--- src/rtl/hssi_tg_pkg.sv ---
// Shared constants, FSM state encoding and LFSR step function for the HSSI traffic generator.
package hssi_tg_pkg;
  localparam int TG_DATA_W     = 64;
  localparam int TG_KEEP_W     = TG_DATA_W / 8;
  localparam int TG_BEAT_SHIFT = $clog2(TG_KEEP_W);
  localparam int TG_BEAT_IDX_W = 16 - TG_BEAT_SHIFT;

  localparam logic [15:0] MIN_RAND_LEN = 16'd64;
  localparam logic [15:0] MAX_RAND_LEN = 16'd1518;

  // Right-shifting Galois form, toggle mask for a maximal-length 32-bit sequence
  localparam logic [31:0] LFSR_POLY = 32'hA300_0000;

  typedef enum logic [1:0] {
    ST_IDLE,
    ST_LOAD,
    ST_SEND,
    ST_DONE
  } tg_state_e;

  function automatic logic [31:0] lfsr_step(input logic [31:0] s);
    return s[0] ? ((s >> 1) ^ LFSR_POLY) : (s >> 1);
  endfunction
endpackage

--- src/rtl/hssi_tg_lfsr.sv ---
// 32-bit Galois LFSR; the 64-bit word pairs the current state with its successor.
module hssi_tg_lfsr
  import hssi_tg_pkg::*;
#(
  parameter logic [31:0] SEED = 32'h5EED_1234
) (
  input  logic        clk,
  input  logic        rst_n,
  input  logic        load,
  input  logic        adv,
  output logic [63:0] data
);
  logic [31:0] state;

  always_ff @(posedge clk) begin
    if (!rst_n || load) state <= SEED;
    else if (adv)       state <= lfsr_step(state);
  end

  assign data = {lfsr_step(state), state};
endmodule

--- src/rtl/hssi_tg_pkt_gen.sv ---
// AXI-Stream packet generator: fixed/random lengths, incremental/LFSR payload, graceful stop.
module hssi_tg_pkt_gen
  import hssi_tg_pkg::*;
#(
  parameter int          DATA_W    = TG_DATA_W,
  parameter logic [31:0] LFSR_SEED = 32'h5EED_1234
) (
  input  logic                 clk,
  input  logic                 rst_n,
  input  logic [31:0]          cfg_num_pkt,
  input  logic                 cfg_pkt_len_type,
  input  logic                 cfg_data_pattern,
  input  logic [15:0]          cfg_pkt_len,
  input  logic                 start,
  input  logic                 stop,
  output logic                 busy,
  output logic                 done,
  output logic [31:0]          pkt_cnt,
  output logic                 tx_tvalid,
  input  logic                 tx_tready,
  output logic [DATA_W-1:0]    tx_tdata,
  output logic [TG_KEEP_W-1:0] tx_tkeep,
  output logic                 tx_tlast
);
  tg_state_e                state;
  logic [31:0]              num_pkt_q;
  logic                     len_type_q;
  logic                     pattern_q;
  logic [15:0]              pkt_len_q;
  logic [31:0]              pkt_cnt_q;
  logic                     done_q;
  logic                     stop_req_q;
  logic [TG_BEAT_IDX_W-1:0] beat_idx_q;
  logic [TG_BEAT_IDX_W-1:0] last_idx_q;
  logic [TG_KEEP_W-1:0]     keep_last_q;
  logic [63:0]              lfsr_data;
  logic [63:0]              pat_word;
  logic [15:0]              load_len;
  logic                     run_start;
  logic                     accept;
  logic                     last_beat;
  logic                     lfsr_adv;

  function automatic logic [15:0] sat_len(input logic [10:0] raw);
    logic [15:0] v;
    v = {5'd0, raw};
    if (v < MIN_RAND_LEN) return MIN_RAND_LEN;
    if (v > MAX_RAND_LEN) return MAX_RAND_LEN;
    return v;
  endfunction

  function automatic logic [TG_KEEP_W-1:0] tail_keep(input logic [TG_BEAT_SHIFT-1:0] rem);
    logic [TG_KEEP_W-1:0] m;
    for (int k = 0; k < TG_KEEP_W; k++) m[k] = (rem == '0) || (k < int'(rem));
    return m;
  endfunction

  assign run_start = start && (state == ST_IDLE || state == ST_DONE);
  assign accept    = (state == ST_SEND) && tx_tready;
  assign last_beat = (beat_idx_q == last_idx_q);
  // The LFSR low word is the current state, so its bottom bits feed the random length
  assign load_len  = len_type_q ? sat_len(lfsr_data[10:0])
                               : ((pkt_len_q == 16'd0) ? 16'd1 : pkt_len_q);
  assign lfsr_adv  = ((state == ST_LOAD) && len_type_q) || (accept && pattern_q);

  assign busy      = (state == ST_LOAD) || (state == ST_SEND);
  assign done      = done_q;
  assign pkt_cnt   = pkt_cnt_q;
  assign tx_tvalid = (state == ST_SEND);
  assign tx_tlast  = tx_tvalid && last_beat;

  hssi_tg_lfsr #(.SEED(LFSR_SEED)) u_lfsr (
    .clk   (clk),
    .rst_n (rst_n),
    .load  (run_start),
    .adv   (lfsr_adv),
    .data  (lfsr_data)
  );

  always_comb begin
    pat_word = lfsr_data;
    if (!pattern_q)
      for (int k = 0; k < TG_KEEP_W; k++) pat_word[8*k +: 8] = {beat_idx_q[4:0], 3'(k)};
    tx_tkeep = '0;
    tx_tdata = '0;
    if (tx_tvalid) begin
      tx_tkeep = last_beat ? keep_last_q : '1;
      for (int k = 0; k < TG_KEEP_W; k++)
        if (tx_tkeep[k]) tx_tdata[8*k +: 8] = pat_word[8*k +: 8];
    end
  end

  always_ff @(posedge clk) begin
    if (!rst_n) begin
      state      <= ST_IDLE;
      pkt_cnt_q  <= '0;
      done_q     <= 1'b0;
      stop_req_q <= 1'b0;
    end else begin
      case (state)
        ST_IDLE, ST_DONE: begin
          if (state == ST_DONE) done_q <= 1'b1;
          if (start) begin
            pkt_cnt_q  <= '0;
            done_q     <= 1'b0;
            stop_req_q <= 1'b0;
            state      <= (cfg_num_pkt == 32'd0) ? ST_DONE : ST_LOAD;
          end
        end
        ST_LOAD: state <= stop ? ST_DONE : ST_SEND;
        ST_SEND: begin
          // A stop during a packet is remembered and honoured at its tlast
          if (stop) stop_req_q <= 1'b1;
          if (accept && last_beat) begin
            pkt_cnt_q <= pkt_cnt_q + 32'd1;
            if ((pkt_cnt_q + 32'd1 == num_pkt_q) || stop || stop_req_q) begin
              state  <= ST_DONE;
              done_q <= 1'b1;
            end else begin
              state <= ST_LOAD;
            end
          end
        end
        default: state <= ST_IDLE;
      endcase
    end
  end

  always_ff @(posedge clk) begin
    if (run_start) begin
      num_pkt_q  <= cfg_num_pkt;
      len_type_q <= cfg_pkt_len_type;
      pattern_q  <= cfg_data_pattern;
      pkt_len_q  <= cfg_pkt_len;
    end
    if (state == ST_LOAD) begin
      beat_idx_q  <= '0;
      last_idx_q  <= TG_BEAT_IDX_W'((load_len - 16'd1) >> TG_BEAT_SHIFT);
      keep_last_q <= tail_keep(load_len[TG_BEAT_SHIFT-1:0]);
    end else if (accept && !last_beat) begin
      beat_idx_q <= beat_idx_q + TG_BEAT_IDX_W'(1);
    end
  end
endmodule
--- config.mk ---
export PLATFORM = sky130hd
export DESIGN_NAME = hssi_tg_pkt_gen
export DESIGN_NICKNAME = d
export VERILOG_FILES = /design/src/rtl/hssi_tg_pkg.sv /design/src/rtl/hssi_tg_lfsr.sv /design/src/rtl/hssi_tg_pkt_gen.sv
export SDC_FILE = /design/constraint.sdc
export NUM_CORES = 1
export LEC_CHECK = 0
export ABC_CLOCK_PERIOD_IN_PS = 9400
export CORE_MARGIN = 2
export CORE_UTILIZATION = 40
export CTS_CLUSTER_DIAMETER = 150
export CTS_CLUSTER_SIZE = 24
export DETAILED_ROUTE_END_ITERATION = 8
export PLACE_DENSITY = 0.75
export SLEW_MARGIN = 0
export SYNTH_ARGS = -nofsm -noshare
export SYNTH_HDL_FRONTEND = slang
export SYNTH_SLANG_ARGS = --single-unit
--- constraint.sdc ---
create_clock -name clk -period 9.4 [get_ports clk]
set_input_delay 1.88 -clock clk [delete_from_list [all_inputs] [get_ports clk]]
set_output_delay 1.88 -clock clk [all_outputs]
set_load 0.005 [all_outputs]
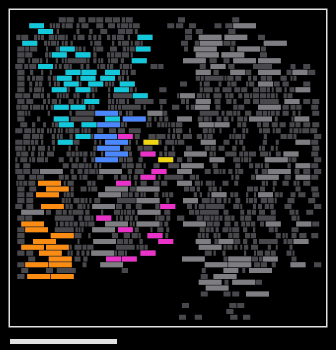
*Sequential cells grouped by signal name, run 1*
Bar = 50 um. Other sequential cells in the stronger gray, the rest of the logic in the fainter gray.
color	signal	sequential cells
magenta	beat_idx_q	13
orange	pkt_len_q	16
yellow	state	2
cyan	u_lfsr.state	32
blue	keep_last_q	8
not colored	81
sequential power: 0.975 mW
flop share of the area: 35.4%
Flop area: 3750 um^2
Final Util: 52.4%

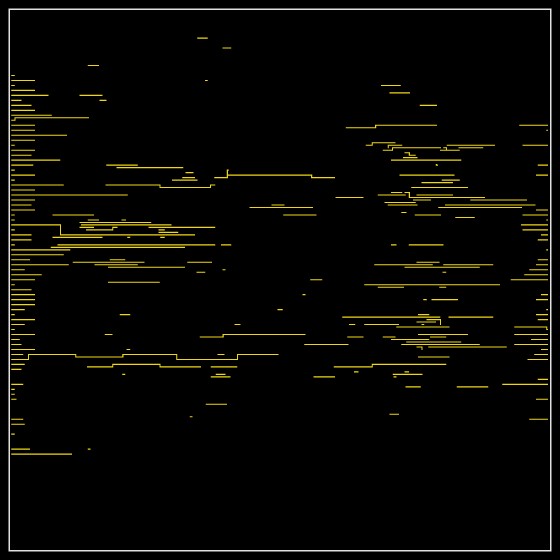
*Met3 routing, run 1*
nets with wire on the layer	182
share of all routed wire	7.6%
Post-Route WL: 24,400 um
routed via count: 7,629
met3 Use GR: 5.43%

==> flow_summary.toml, run 1 <==
# generated from flow reports
[cells_and_area]
area.combinational_um2 = 4120
num_antenna_cells = 0
buf_share_pct = 15.7
design_area_um2 = 10600
most-common-layout-cells = "clkdlybuf4s50_1 (162), nand2_1 (144), a21oi_1 (90)"
area_growth_pct = 29.0
final.clkbuf_count = 20
logic_gates = 692
buffers = 168
n_all_inverters = 39

[clock_network]
numCtsBuffers = 17

[worst_setup_path]
critical_path.startpoint = "last_idx_q[2]"
r2r_start = "pkt_cnt[0]"
rrSetupSlack_ns = 5.67
crit_end = "tx_tdata[2]"
criticalPathCategory = "flip-flop to output pin"
critical_path_buf_inv_count = 2

[synth]
netlist_logic_family_top = "simple AND/OR/NAND/NOR gates"
ys_sh_aoi_pct = 18.2
yosys.area_share.simple_pct = 22.3
synth_cells = 941
xor_share_pct = 7.88

[global_routing]
overflow = 0
antenna_found_initial = 0

[place]
place_hpwl_um = 17000

[run_status]
outcome = "finished, final reports clean"

[die]
core_um2 = 20200
rows = 52
die-height_um = 147

[detailed_routing]
route.met2.wl_um = 11800
drc = 0
drt_first_iter_violations = 646
wl_met3_um = 1860

[worst_hold_path]
worstHoldEndpoint = "u_lfsr.state[14]"

[pwr]
powerComb_mw = 0.865
powerClk_mw = 0.682
vdd_ir_drop_max_uv = 135

[timing]
post-route-min-period_ns = 5.36
maxSlewHeadroom_pct = 20.8
fin_crit_sh_pct = 57.1
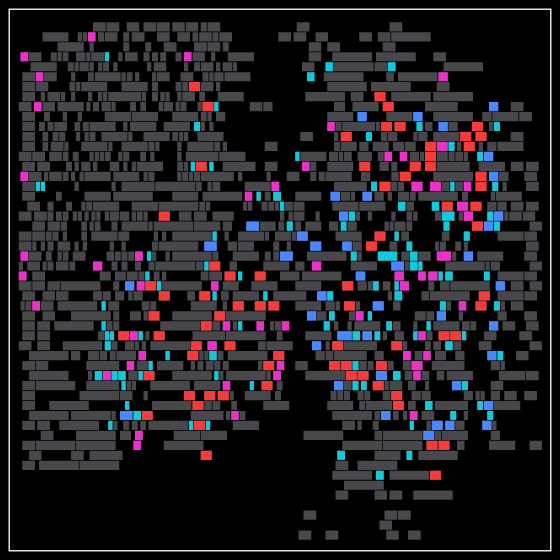
*Selected gate families, run 1*
color	family	cells
blue	non-inverting ao/oa cells	41
red	xor and xnor cells	74
magenta	and/or cells	54
cyan	nor cells	102
Top cell excl fill/tap: clkdlybuf4s50_1
Comb area share: 38.8%
Non-Filler Instances: 1,353

[run 1: synthesized netlist by cell type (7+ instances only)]
cell type and number:
or3_1 12, clkbuf_1 44, a21oi_1 90, or4_1 8
o21ai_0 25, a21boi_0 26, nand4_1 27, o21ai_1 7
nor4_1 14, dfxtp_1 81, nand2b_1 10, and3_1 18
edfxtp_1 71, buf_1 9, o211ai_1 11, nor2_1 43
nand3_1 30, o21a_1 28, xor2_1 28, nor3_1 37
inv_1 38, xnor2_1 46, nand2_1 144
[run 1: flip-flops by register name, summed over array words and instances, names as in the netlist]
signal,cells
num_pkt_q,32
pkt_len_q,16
stop_req_q,1
last_idx_q,13
pkt_cnt,32
u_lfsr.state,32
state,2
pattern_q,1
keep_last_q,8
len_type_q,1
done,1
beat_idx_q,13
### Routing congestion map, run 1

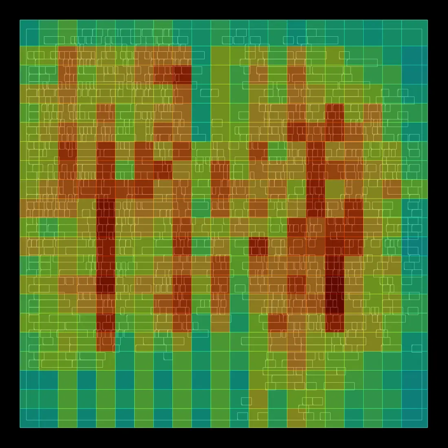

==> run 1 -> run 2 <==
--- a/config.mk
+++ b/config.mk
@@ -5,7 +5,7 @@
 export SDC_FILE = /design/constraint.sdc
 export NUM_CORES = 1
 export LEC_CHECK = 0
-export ABC_CLOCK_PERIOD_IN_PS = 9400
+export ABC_CLOCK_PERIOD_IN_PS = 5500
 export CORE_MARGIN = 2
 export CORE_UTILIZATION = 40
 export CTS_CLUSTER_DIAMETER = 150
==> constraint.sdc (replaced) <==
create_clock -name clk -period 5.5 [get_ports clk]
set_input_delay 1.1 -clock clk [delete_from_list [all_inputs] [get_ports clk]]
set_output_delay 1.1 -clock clk [all_outputs]
set_load 0.005 [all_outputs]
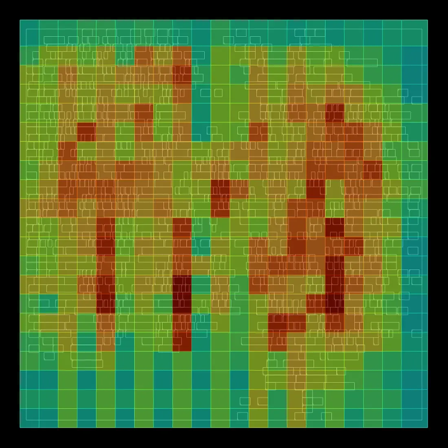
*Routing congestion map, run 2*
busiest grt layer: met2
Total Routing Usage GR: 22.1%
met2 GRT Util: 37.6%
Final Util: 52.2%
routed len/inst: 17.8 um

==> run 2 against run 1 <==
Critical endpoint is now tx_tdata[0]. Area after synthesis unchanged. Setup slack got worse by 3.1 ns. Die area did not move. Highest routed layer unchanged. Sequential power rose by 72%.
==> flow_summary.toml, run 2 <==
# generated from flow reports
[run_status]
outcome = "finished, final reports clean"

[die]
pin_count = 163
chip_area_um2 = 21700
die-height_um = 147
rows = 52
core_um2 = 20200

[cells_and_area]
most-common-layout-cells = "clkdlybuf4s50_1 (162), nand2_1 (144), a21oi_1 (90)"
final_cells = 1353
area_growth_pct = 28.4
design_area_um2 = 10600
num_antenna_cells = 0
layout_top_cell = "clkdlybuf4s50_1"
finalNetCount = 1131

[synth]
synth_cells = 941
synth-seq-cells = 152
synthTopCellsByArea = "edfxtp_1 (26%), dfxtp_1 (20%), nand2_1 (6.6%)"
ff_type = "dfxtp_1"
ys_types = 66
synth_stat.cells = 941
netlist_logic_family_top = "simple AND/OR/NAND/NOR gates"
synthArstFlopShare_pct = 0
adder_share_pct = 0.913
ys_area_um2 = 8230
yosys.area_share.simple_pct = 22.3
yosys.stat.seqShare_pct = 45.6
synth_nets = 1002
ys_sh_aoi_pct = 18.2
yosys-top-cells-count = "nand2_1 (144), a21oi_1 (90), dfxtp_1 (81)"
top_cell_area_share_pct = 25.9
yosysWarnings = 0
synth_area_leader_cell = "edfxtp_1"
ys_sh_mux_pct = 0.608
most_common_cell = "nand2_1"
xor_share_pct = 7.88

[detailed_routing]
drt_first_iter_violations = 591
drc = 0
vias_per_cell = 5.56
finalWirelength_um = 24100
dr.pass1.iters = 5
routed-via-count = 7516
route.met2.wl_um = 11600
drt-met1-wl_um = 9890
wl_met3_um = 2030

[worst_setup_path]
critical_path.top_delay_family = "simple AND/OR/NAND/NOR gates"
worstSetupStartpointType = "flip-flop"
end_kind = "output pin"
criticalPathCategory = "flip-flop to output pin"
cpPeakStageDelay_ns = 0.77
crit_slowest_cell = "or4_1"
rrSetupSlack_ns = 1.78
critical_path_buf_inv_count = 2
cp_max_fo = 10
critPathRequiredTime_ns = 4.40

[place]
gp_congestion = 0.948
place_hpwl_um = 17000

[global_routing]
grt_pass1_vias = 7189
use_met3_pct = 5.65
overflow = 0
antenna_found_initial = 0

[pwr]
switching_share_pct = 36.2
powerComb_mw = 1.46
vdd_ir_drop_max_uv = 310
pwr_density_cell_nw_per_um2 = 400
p_comb_share_pct = 34.6
clkPwrFrac_pct = 25.7
p_seq_mw = 1.68
internal-power_mw = 2.69
switchingPower_mw = 1.53
powerClk_mw = 1.09

[timing]
rsz0062_at_grt = "no"
fin_crit_sh_pct = 82.5
post-route-min-period_ns = 4.54
tns_ns = 0
maxSlewHeadroom_pct = 21.9
timing.fmax_mhz = 220
finClkSkew_ns = 0.00745
slew_violations = 0

[flow_run]
warnings = 29

[clock_network]
cts_hold_buf = 0
numCtsBuffers = 17
clk_latency_ns = 0.43
cts-root-buf = "clkbuf_16"
clk_pin_slew_ns = 0.06
cts_buffer_depth = 2
cts_tree = "yes"

[worst_hold_path]
hp-class = "flip-flop to flip-flop"
## run 2: cell counts after synthesis
Identical to the previous run, type by type.
## run 2: final cells by class
| type | instances | area [um^2] | area share, % |
|---|---|---|---|
| Clock buffer | 20 | 437 | 4.13 |
| Clock inverter | 12 | 104 | 0.983 |
| Inverter | 39 | 146 | 1.39 |
| Multi-Input combinational cell | 692 | 4120 | 39.0 |
| Sequential cell | 152 | 3750 | 35.5 |
| Tap cell | 270 | 338 | 3.20 |
| Timing Repair Buffer | 168 | 1670 | 15.8 |
## run 2: path summary, 6_finish.rpt
path                       to  cells after the start             start
max               tx_tdata[0]                      7     last_idx_q[8]
min          u_lfsr.state[15]                      2  u_lfsr.state[16]
max reg2reg          state[1]                      9        pkt_cnt[0]
min reg2reg  u_lfsr.state[15]                      2  u_lfsr.state[16]
Power and IR drop assume default switching activity.
